--- src/rtl/expr_recognizer_pkg.sv ---
// Shared types and constants for the streaming expression recogniser.
// Contents: FSM state enum, ASCII character codes, operator-mask bit positions.
// Imported by char_classifier and expr_recognizer.
package expr_pkg;

    typedef enum logic [1:0] {
        IDLE = 2'd0,
        NUM  = 2'd1,
        OPR  = 2'd2,
        ERR  = 2'd3
    } state_e;

    localparam logic [7:0] CH_0     = 8'd48;
    localparam logic [7:0] CH_9     = 8'd57;
    localparam logic [7:0] CH_PLUS  = 8'd43;
    localparam logic [7:0] CH_STAR  = 8'd42;
    localparam logic [7:0] CH_MINUS = 8'd45;
    localparam logic [7:0] CH_SLASH = 8'd47;
    localparam logic [7:0] CH_EQ    = 8'd61;

    // Bit positions within the operator enable mask.
    localparam int OPB_PLUS  = 0;
    localparam int OPB_STAR  = 1;
    localparam int OPB_MINUS = 2;
    localparam int OPB_SLASH = 3;

endpackage

--- src/rtl/expr_recognizer_char_classifier.sv ---
// Purely combinational ASCII character classifier (digit / enabled operator / '=').
// Ports: in_char_i, op_mask_i in; is_digit_o, is_op_o, is_term_o, digit_val_o out.
// Operators whose mask bit is clear are reported as neither op nor digit nor term.
module char_classifier
    import expr_pkg::*;
(
    input  logic [7:0] in_char_i,
    input  logic [3:0] op_mask_i,
    output logic       is_digit_o,
    output logic       is_op_o,
    output logic       is_term_o,
    output logic [3:0] digit_val_o
);

    always_comb begin
        is_digit_o  = (in_char_i >= CH_0) && (in_char_i <= CH_9);
        // ASCII '0'..'9' are 0x30..0x39, so the low nibble is the digit value.
        digit_val_o = is_digit_o ? in_char_i[3:0] : 4'd0;
        is_op_o     = ((in_char_i == CH_PLUS)  && op_mask_i[OPB_PLUS])  ||
                      ((in_char_i == CH_STAR)  && op_mask_i[OPB_STAR])  ||
                      ((in_char_i == CH_MINUS) && op_mask_i[OPB_MINUS]) ||
                      ((in_char_i == CH_SLASH) && op_mask_i[OPB_SLASH]);
        is_term_o   = (in_char_i == CH_EQ);
    end

endmodule

--- src/rtl/expr_recognizer.sv ---
// Streaming recogniser for NUM (OP NUM)* '=' expressions, one character per valid cycle.
// Ports: clk, clr_n, in_valid, in_char in; match, err, done, accept, num_count, op_count,
// operand_val out (all registered). Optional macro EXPR_OPERAND_VAL_EN enables operand_val.
module expr_recognizer
    import expr_pkg::*;
#(
    parameter int         MAX_DIGITS = 4,
    parameter int         CNT_W      = 8,
    parameter logic [3:0] OP_MASK    = 4'b0011,
    parameter int         VAL_W      = 16
) (
    input  logic             clk,
    input  logic             clr_n,
    input  logic             in_valid,
    input  logic [7:0]       in_char,
    output logic             match,
    output logic             err,
    output logic             done,
    output logic             accept,
    output logic [CNT_W-1:0] num_count,
    output logic [CNT_W-1:0] op_count,
    output logic [VAL_W-1:0] operand_val
);

    localparam int DC_W = $clog2(MAX_DIGITS + 1);
    localparam logic [DC_W-1:0]  DC_MAX  = DC_W'(MAX_DIGITS);
    localparam logic [CNT_W-1:0] CNT_SAT = '1;

    logic       is_digit, is_op, is_term;
    logic [3:0] digit_val;

    char_classifier u_classifier (
        .in_char_i   (in_char),
        .op_mask_i   (OP_MASK),
        .is_digit_o  (is_digit),
        .is_op_o     (is_op),
        .is_term_o   (is_term),
        .digit_val_o (digit_val)
    );

    state_e           state_q, state_d;
    logic [CNT_W-1:0] num_q, num_d;
    logic [CNT_W-1:0] op_q, op_d;
    logic [DC_W-1:0]  dc_q, dc_d;
    logic             match_q, err_q, done_q, accept_q;
    logic             done_d, accept_d;

    always_comb begin
        state_d  = state_q;
        num_d    = num_q;
        op_d     = op_q;
        dc_d     = dc_q;
        done_d   = 1'b0;
        accept_d = accept_q;
        if (in_valid) begin
            unique case (state_q)
                IDLE: begin
                    if (is_digit) begin
                        state_d = NUM;
                        num_d   = CNT_W'(1);
                        op_d    = '0;
                        dc_d    = DC_W'(1);
                    end else if (is_term) begin
                        // Empty expression: terminated but rejected.
                        done_d   = 1'b1;
                        accept_d = 1'b0;
                    end else begin
                        state_d = ERR;
                    end
                end
                NUM: begin
                    if (is_digit) begin
                        if (dc_q < DC_MAX) dc_d = dc_q + DC_W'(1);
                        else               state_d = ERR;   // operand too long
                    end else if (is_op) begin
                        state_d = OPR;
                        op_d    = (op_q == CNT_SAT) ? op_q : op_q + CNT_W'(1);
                        dc_d    = '0;
                    end else if (is_term) begin
                        state_d  = IDLE;
                        done_d   = 1'b1;
                        accept_d = 1'b1;
                    end else begin
                        state_d = ERR;
                    end
                end
                OPR: begin
                    if (is_digit) begin
                        state_d = NUM;
                        num_d   = (num_q == CNT_SAT) ? num_q : num_q + CNT_W'(1);
                        dc_d    = DC_W'(1);
                    end else if (is_term) begin
                        // Trailing operator.
                        state_d  = IDLE;
                        done_d   = 1'b1;
                        accept_d = 1'b0;
                    end else begin
                        state_d = ERR;
                    end
                end
                ERR: begin
                    // Counts stay frozen until the expression is terminated.
                    if (is_term) begin
                        state_d  = IDLE;
                        done_d   = 1'b1;
                        accept_d = 1'b0;
                    end
                end
                default: state_d = ERR;
            endcase
        end
    end

    always_ff @(posedge clk or negedge clr_n) begin
        if (!clr_n) begin
            state_q  <= IDLE;
            num_q    <= '0;
            op_q     <= '0;
            dc_q     <= '0;
            match_q  <= 1'b0;
            err_q    <= 1'b0;
            done_q   <= 1'b0;
            accept_q <= 1'b0;
        end else begin
            state_q  <= state_d;
            num_q    <= num_d;
            op_q     <= op_d;
            dc_q     <= dc_d;
            match_q  <= (state_d == NUM);
            err_q    <= (state_d == ERR);
            done_q   <= done_d;
            accept_q <= accept_d;
        end
    end

    assign match     = match_q;
    assign err       = err_q;
    assign done      = done_q;
    assign accept    = accept_q;
    assign num_count = num_q;
    assign op_count  = op_q;

`ifdef EXPR_OPERAND_VAL_EN
    logic [VAL_W-1:0] val_q, val_d;

    always_comb begin
        val_d = val_q;
        if (in_valid && is_digit) begin
            if (state_q == IDLE || state_q == OPR) begin
                val_d = VAL_W'(digit_val);
            end else if (state_q == NUM && dc_q < DC_MAX) begin
                // Accumulate only while the digit keeps us in NUM; wraps modulo 2^VAL_W.
                val_d = VAL_W'(val_q * VAL_W'(10)) + VAL_W'(digit_val);
            end
        end
    end

    always_ff @(posedge clk or negedge clr_n) begin
        if (!clr_n) val_q <= '0;
        else        val_q <= val_d;
    end

    assign operand_val = val_q;
`else
    // Digit value only feeds the optional accumulator.
    logic unused_digit_val;
    assign unused_digit_val = ^digit_val;
    assign operand_val      = '0;
`endif

endmodule

--- config.mk ---
export PLATFORM = sky130hd
export DESIGN_NAME = expr_recognizer
export DESIGN_NICKNAME = d
export VERILOG_FILES = /design/src/rtl/expr_recognizer_pkg.sv /design/src/rtl/expr_recognizer_char_classifier.sv /design/src/rtl/expr_recognizer.sv
export SDC_FILE = /design/constraint.sdc
export NUM_CORES = 1
export LEC_CHECK = 0
export ABC_AREA = 1
export CELL_PAD_IN_SITES_DETAIL_PLACEMENT = 1
export CELL_PAD_IN_SITES_GLOBAL_PLACEMENT = 1
export CORE_MARGIN = 4
export CORE_UTILIZATION = 36
export CTS_BUF_LIST = sky130_fd_sc_hd__clkbuf_2 sky130_fd_sc_hd__clkbuf_4 sky130_fd_sc_hd__clkbuf_8
export DETAILED_ROUTE_END_ITERATION = 10
export GPL_ROUTABILITY_DRIVEN = 0
export PLACE_DENSITY_LB_ADDON = 0.1
export SLEW_MARGIN = 25
export SYNTH_ARGS = -nofsm -noshare
export SYNTH_HDL_FRONTEND = slang
export SYNTH_SLANG_ARGS = --single-unit
--- constraint.sdc ---
create_clock -name clk -period 1.83 [get_ports clk]
set_input_delay 0.2745 -clock clk [delete_from_list [all_inputs] [get_ports clk]]
set_output_delay 0.2745 -clock clk [all_outputs]
set_load 0.05 [all_outputs]
**Run 1: layout detail**

Region (48, 48) to (68, 68) microns. Cells in grey, sequential cells in the stronger grey; small squares are vias.
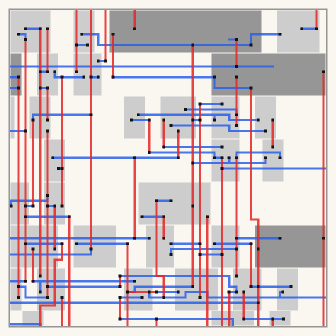
colour	layer
blue	M1
red	M2
netlist names of flops here include	num_count (2)
most frequent	inv_1 (4), nand2_1 (4)
cells with their middle in the window	27
sequential cells in the window	2

**Run 1: cell area per tile**

8 x 8 tiles, from white (low) to dark blue (high), 0 to 100% covered.
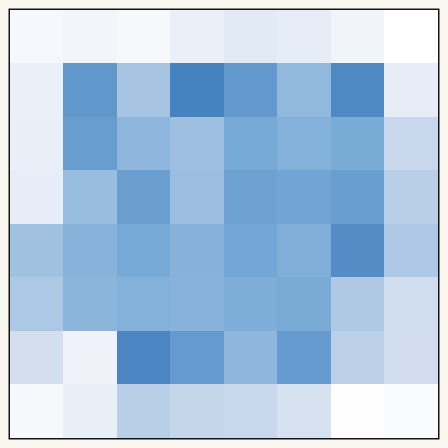
nearly empty tiles	3.1%
densest ninth of the die	middle
fullest tile	67%
mean over tiles	34%

**Run 1: cell sizes after repair**

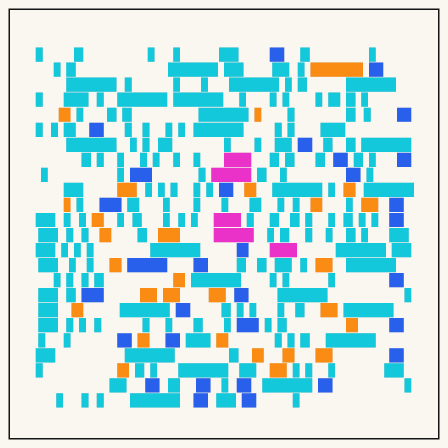
colour	size	cells
blue	x3 and x4	31
magenta	x6 and larger	5
orange	x2	28
cyan	x1 and smaller	199

**Run 1: pin map**

Bar = 20 microns. Pins as bars across the die edge, other pins in grey.
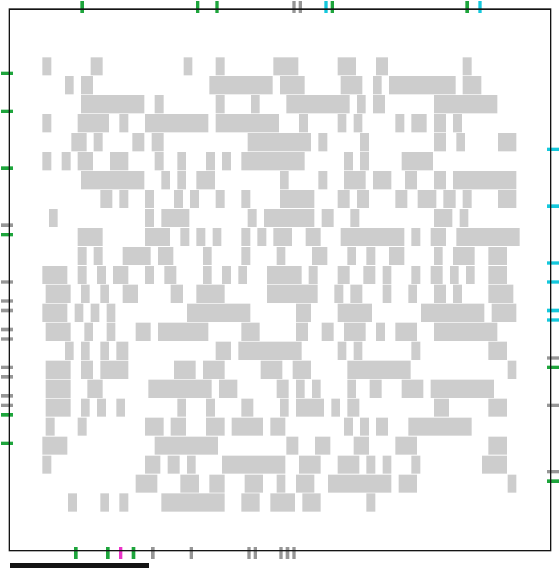
colour	port	pins	direction	edge
cyan	num_count	8	output	6 right, 2 top
magenta	clk	1	input	bottom
green	operand_val	16	output	6 left, 5 top, 3 bottom, 2 right

==> reports/summary.log, run 1 <==
INFO  status         outcome=complete, no violations
INFO  clock_tree     clock_tree_from_tritoncts=yes
INFO  logic_synthesis synth-compound-area-share=0.0880
INFO  clock_tree     clkLatencyLatePin=0.26ns
INFO  clock_tree     numCtsBuffers=3
INFO  detailed_routing final_antenna_net_count=0
INFO  logic_synthesis netlist-cell-type-count=30
INFO  critical_path  cp.required=1.56ns
INFO  floorplan      row_count=24
INFO  power_and_ir_drop vdd_drop_max=386uV
INFO  job            count_of_tool_warnings=26
INFO  grt            pin_count_of_the_biggest_net_entering_global_routing=26
INFO  final_timing   worst_slack=0.0779ns
INFO  floorplan      pin_count=47
INFO  power_and_ir_drop logic_gate_share_of_total_power=0.493
INFO  critical_path  r2r.worst_path.cells=7
INFO  detailed_routing wl_per_cell=12.0microns
INFO  final_layout   stdcell_count=315
INFO  logic_synthesis syn_area_per_cell=7.78squm
INFO  clock_tree     cts_root_buffer=sky130_fd_sc_hd__clkbuf_8
INFO  final_layout   signal_buffers=39
INFO  power_and_ir_drop p_seq=786uW
INFO  critical_path  crit_path_max_incr_delay=0.82ns
INFO  final_layout   layout.non_clock_inverters=29
INFO  clock_tree     post_cts_resize_count=0
INFO  placed_design  post_dp_cell_area=0.00204sqmm
INFO  critical_path  start_kind=register
INFO  placed_design  detailedPlacementHpwl=3060microns
INFO  critical_path  critPathBufInv=1
INFO  logic_synthesis synth.area.top_cells=sky130_fd_sc_hd__dfrtp_1 (36%), sky130_fd_sc_hd__nand2_1 (11%), sky130_fd_sc_hd__buf_4 (6.9%)
INFO  final_layout   layout_top_cells=sky130_fd_sc_hd__nand2_1 (50), sky130_fd_sc_hd__inv_1 (26), sky130_fd_sc_hd__dfrtp_1 (24), sky130_fd_sc_hd__buf_4 (24), sky130_fd_sc_hd__nor2_1 (20)
INFO  logic_synthesis yosys_cells=223
INFO  grt            gr-usage-all-layers=0.134
INFO  critical_path  worst_path_dominant_cell_family=buffers and inverters
INFO  placed_design  buffer_ports.inserted=30
INFO  hold_path      timing.hold.worst.class=input port to async pin
INFO  final_layout   insertedDiodeCount=0
INFO  final_layout   drive_gt1_frac=0.243
INFO  detailed_routing detail_route.iter0.violations=36
INFO  logic_synthesis seq_area_frac_synth=0.360
INFO  critical_path  path_cells=clkdlybuf4s50_1
INFO  final_layout   num-multi-input-gates=166
INFO  critical_path  critical_path.slowest_cell=sky130_fd_sc_hd__clkdlybuf4s50_1
INFO  final_timing   finalHoldViolCount=0
INFO  grt            gr-usage-met1=0.176
INFO  detailed_routing detailroute.via_count=1471
INFO  final_layout   final_net_count=278
INFO  power_and_ir_drop share_seq_of_total_power=0.353
INFO  final_layout   layout-area-overhead-vs-synth=20.2%
INFO  final_timing   setup_viol=0
INFO  placed_design  detailedPlace.worstSlack=0.00798ns
INFO  final_layout   design_area=0.00209sqmm
INFO  power_and_ir_drop static_leak=0.00108uW
INFO  grt            gr-total-overflow=0
INFO  logic_synthesis synthesis.yosys.warnings=0
INFO  logic_synthesis post_synth_main_logic_family=simple AND/OR/NAND/NOR gates
INFO  logic_synthesis synthesis.area=0.00174sqmm
INFO  clock_tree     clock_path_buffers=2
INFO  power_and_ir_drop power_top_consumer=combinational cells
INFO  detailed_routing first_pass_iters=4
INFO  logic_synthesis yosys.area_share.simple=0.345
INFO  logic_synthesis top_area_frac=0.360
INFO  floorplan      core-area=0.00450sqmm
INFO  critical_path  worstSetupPathDepth=1
INFO  final_timing   fmaxAchievable=571MHz
INFO  critical_path  r2r_setup_slack=0.19ns
INFO  final_timing   final.setup_skew=0.00199ns
INFO  final_layout   signal_buffer_area_fraction=0.158
INFO  logic_synthesis muxShareOfSynthArea=0.00649
INFO  floorplan      die_h=77.4microns
INFO  grt            vias_in_the_first_global_route=1492
INFO  floorplan      tapcell.inserted=52
INFO  final_timing   hold_worst_slack=0.377ns
## run 1: cells in the mapped netlist
cell type and number:
sky130_fd_sc_hd__a21oi_1 4, sky130_fd_sc_hd__a21oi_2 1, sky130_fd_sc_hd__buf_12 1, sky130_fd_sc_hd__buf_4 16, sky130_fd_sc_hd__buf_6 1, sky130_fd_sc_hd__conb_1 1, sky130_fd_sc_hd__dfrtp_1 25, sky130_fd_sc_hd__ha_1 3
sky130_fd_sc_hd__inv_1 26, sky130_fd_sc_hd__inv_2 2, sky130_fd_sc_hd__inv_4 1, sky130_fd_sc_hd__mux2_2 1, sky130_fd_sc_hd__nand2_1 50, sky130_fd_sc_hd__nand2_2 7, sky130_fd_sc_hd__nand2_4 3, sky130_fd_sc_hd__nand3_1 15
sky130_fd_sc_hd__nand3_2 1, sky130_fd_sc_hd__nand3b_4 1, sky130_fd_sc_hd__nand4_1 5, sky130_fd_sc_hd__nor2_1 20, sky130_fd_sc_hd__nor2_2 2, sky130_fd_sc_hd__nor2_4 1, sky130_fd_sc_hd__nor2_8 2, sky130_fd_sc_hd__nor3_1 4
sky130_fd_sc_hd__o21ai_0 6, sky130_fd_sc_hd__o21ai_1 5, sky130_fd_sc_hd__o21ai_2 7, sky130_fd_sc_hd__o21bai_1 1, sky130_fd_sc_hd__or2_2 6, sky130_fd_sc_hd__xor2_1 5
## run 1: worst max path at each step
stage	from	end	slack (ns)
after detailed placement	in_char[3]	op_count[0]	0.008
after CTS	num_count[6]	num_count[6]	0.06
after global routing	num_count[6]	num_count[6]	0.02
after global placement	in_char[1]	num_count[5]	0.01
final	num_count[6]	num_count[6]	0.08
after floorplan	num_count[1]	num_count[0]	0.008
## run 1: registers in the layout (all words and copies together), names as in the netlist
name,count
state_q,2
dc_q,3
match,1
err,1
accept,1
num_count,8
done,1
op_count,8
==> run 1 -> run 2 <==
ABC_CLOCK_PERIOD_IN_PS = 1830   (was default)
**Run 2: layout detail**

Region (48, 48) to (68, 68) microns. Cells in grey, sequential cells in the stronger grey; small squares are vias.
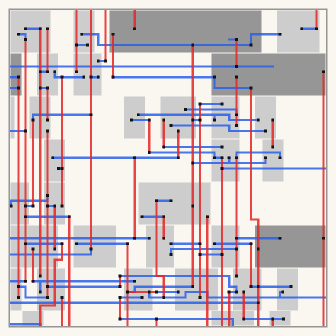

**Run 2: cell sizes after repair**

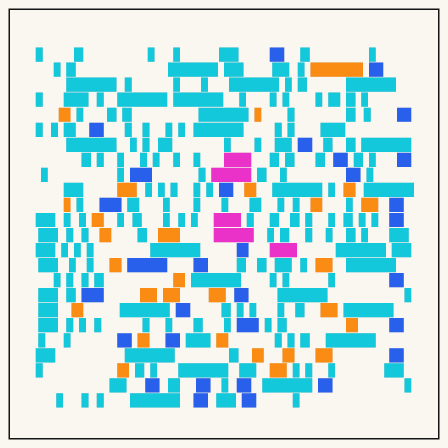
growth of design area from synthesis to finish: 20.2%
post-route worst setup slack: 0.0779 ns

==> reports/summary.log, run 2 <==
INFO  critical_path  r2r.worst_path.cells=7
INFO  floorplan      pin_count=47
INFO  critical_path  path_cells=clkdlybuf4s50_1
INFO  final_layout   design_area=0.00209sqmm
INFO  critical_path  critical_path.slowest_cell=sky130_fd_sc_hd__clkdlybuf4s50_1
INFO  clock_tree     cts_root_buffer=sky130_fd_sc_hd__clkbuf_8
INFO  clock_tree     cts.htree.levels=1
INFO  detailed_routing wirelength_routed=3780microns
INFO  logic_synthesis ys.flop_type=sky130_fd_sc_hd__dfrtp_1
INFO  logic_synthesis enable_flop_cells=0
INFO  logic_synthesis synthesis.yosys.warnings=0
INFO  logic_synthesis netlist-cell-type-count=30
INFO  critical_path  criticalPathCategory=register to output pin
INFO  final_layout   fillCellCount=568
INFO  power_and_ir_drop clkPwrFrac=0.154
INFO  logic_synthesis synth.area.top_cells=sky130_fd_sc_hd__dfrtp_1 (36%), sky130_fd_sc_hd__nand2_1 (11%), sky130_fd_sc_hd__buf_4 (6.9%)
INFO  power_and_ir_drop static_leak=0.00108uW
INFO  floorplan      die_h=77.4microns
INFO  clock_tree     numCtsBuffers=3
INFO  logic_synthesis synth.most_common_cell=sky130_fd_sc_hd__nand2_1
INFO  power_and_ir_drop cell_internal_pwr=1160uW
INFO  power_and_ir_drop total_power=2230uW
INFO  final_timing   final_min_period_over_clock_period=0.957
INFO  clock_tree     cts_hold_repair.buffers=0
INFO  logic_synthesis syn_area_per_cell=7.78squm
INFO  detailed_routing detail_route.iter0.violations=36
INFO  grt            antenna_violations_before_repair=0
INFO  final_timing   finalHoldViolCount=0
INFO  logic_synthesis top_area_frac=0.360
INFO  status         outcome=complete, no violations
INFO  critical_path  critPathBufInv=1
INFO  critical_path  start_kind=register
INFO  power_and_ir_drop vdd_drop_max=386uV
INFO  placed_design  detailedPlace.worstSlack=0.00798ns
INFO  placed_design  buffer_ports.inserted=30
INFO  detailed_routing wl_per_cell=12.0microns
INFO  final_layout   final_net_count=278
INFO  critical_path  worstSetupPathDepth=1
INFO  logic_synthesis seq_area_frac_synth=0.360
INFO  clock_tree     clock_path_buffers=2
INFO  final_timing   timing.final.max_slew_violations=0
INFO  final_layout   drive_gt1_frac=0.243
INFO  grt            vias_in_the_first_global_route=1492
INFO  hold_path      timing.hold.worst.class=input port to async pin
INFO  detailed_routing first_pass_iters=4
INFO  power_and_ir_drop logic_gate_share_of_total_power=0.493
INFO  clock_tree     post_cts_resize_count=0
INFO  final_timing   hold_worst_slack=0.377ns
INFO  clock_tree     clkLatencyLatePin=0.26ns
INFO  critical_path  element_type_at_the_critical_path_end=output pin
INFO  final_layout   stdcell_count=315
INFO  placed_design  post_dp_cell_area=0.00204sqmm
INFO  critical_path  crit_path_max_incr_delay=0.82ns
INFO  grt            pin_count_of_the_biggest_net_entering_global_routing=26
INFO  final_timing   setup_viol=0
INFO  floorplan      core-area=0.00450sqmm
INFO  power_and_ir_drop share_seq_of_total_power=0.353
INFO  floorplan      row_count=24
INFO  critical_path  regToRegStartpoint=op_count[1]
INFO  final_layout   layout_top_cells=sky130_fd_sc_hd__nand2_1 (50), sky130_fd_sc_hd__inv_1 (26), sky130_fd_sc_hd__dfrtp_1 (24), sky130_fd_sc_hd__buf_4 (24), sky130_fd_sc_hd__nor2_1 (20)
INFO  detailed_routing vias_per_cell=4.67
INFO  grt            gr-usage-all-layers=0.134
INFO  logic_synthesis synthesis.area=0.00174sqmm
INFO  clock_tree     post_cts.repair.setup_buffers=0
INFO  logic_synthesis ffs_w_async_s_r_synth=1.00
INFO  final_layout   insertedDiodeCount=0
INFO  detailed_routing final_antenna_net_count=0
INFO  critical_path  r2r_setup_slack=0.19ns
INFO  final_timing   final.setup_skew=0.00199ns
INFO  critical_path  worst_path_dominant_cell_family=buffers and inverters
INFO  job            count_of_tool_warnings=26
INFO  grt            gr-total-overflow=0
INFO  clock_tree     clock_tree_from_tritoncts=yes
INFO  logic_synthesis yosys-top-cells-count=sky130_fd_sc_hd__nand2_1 (50), sky130_fd_sc_hd__inv_1 (26), sky130_fd_sc_hd__dfrtp_1 (25)
INFO  logic_synthesis synthCells=223
INFO  placed_design  detailedPlacementHpwl=3060microns
INFO  grt            grt_pass1_wl=6700microns
INFO  logic_synthesis ys.flops=25
INFO  clock_tree     clock_sink_count=25
INFO  detailed_routing detailroute.via_count=1471
INFO  logic_synthesis yosys_cells=223
INFO  critical_path  cp.required=1.56ns
INFO  final_timing   fmaxAchievable=571MHz
INFO  power_and_ir_drop switching_share_of_power=0.479
-- run 2: cell counts in the layout (fill, tap and decap cells not counted) --
Identical to the previous run, type by type.
-- run 2: cell families (layout without fill, tap and decap cells) --
family	after synthesis	count (layout)	share of synthesized area
fa+ha+maj	3	3	0.0216
other cells	1	16	0.00216
buf+inv	47	72	0.151
mux	1	1	0.00649
flops	25	25	0.360
simple gates	117	117	0.345
compound gates	24	24	0.0880
xor+xnor	5	5	0.0252
-- run 2: worst max path at each step --
stage	from	endpoint	slack, ns
after floorplan	num_count[1]	num_count[0]	0.008
after global placement	in_char[1]	num_count[5]	0.01
after detailed placement	in_char[3]	op_count[0]	0.008
after CTS	num_count[6]	num_count[6]	0.06
after global routing	num_count[6]	num_count[6]	0.02
final	num_count[6]	num_count[6]	0.08
-- run 2: final cells by class --
cell class / instances / area [sq um] / area share
flip-flops and latches: 25 / 627 / 0.301
inverters: 29 / 111 / 0.0534
multi-input cells: 166 / 903 / 0.433
repair buffers: 39 / 330 / 0.158
well taps: 52 / 65.1 / 0.0312
clock buffers: 4 / 48.8 / 0.0234
-- run 2: power groups by stage --
stage | clock network, uW | registers, uW | logic (uW)
floorplan | 0 | 1030 | 604
global placement | 0 | 797 | 1100
detailed placement | 0 | 801 | 1110
CTS | 360 | 790 | 1120
global route | 383 | 808 | 1200
finish | 344 | 786 | 1100
-- run 2: worst reg2reg max path, delay by kind of cell (launching register included) --
family	cells	cell delay [ns]
and+or+nand+nor	4	0.57
DFF	1	0.44
AOI/OAI and AO/OA	2	0.30
adders and majority gates	1	0.23
-- run 2: layer usage --
layer / up-vias / GRT usage / share of wire
li1: 752 / - / -
met1: 686 / 0.176 / 0.47
met2: 31 / 0.229 / 0.47
met3: 2 / 0.0197 / 0.047
met4: 0 / 0.0427 / 0.0095
met5: - / 0 / 0
No activity file was given, so power comes from the tool's default toggle rates.
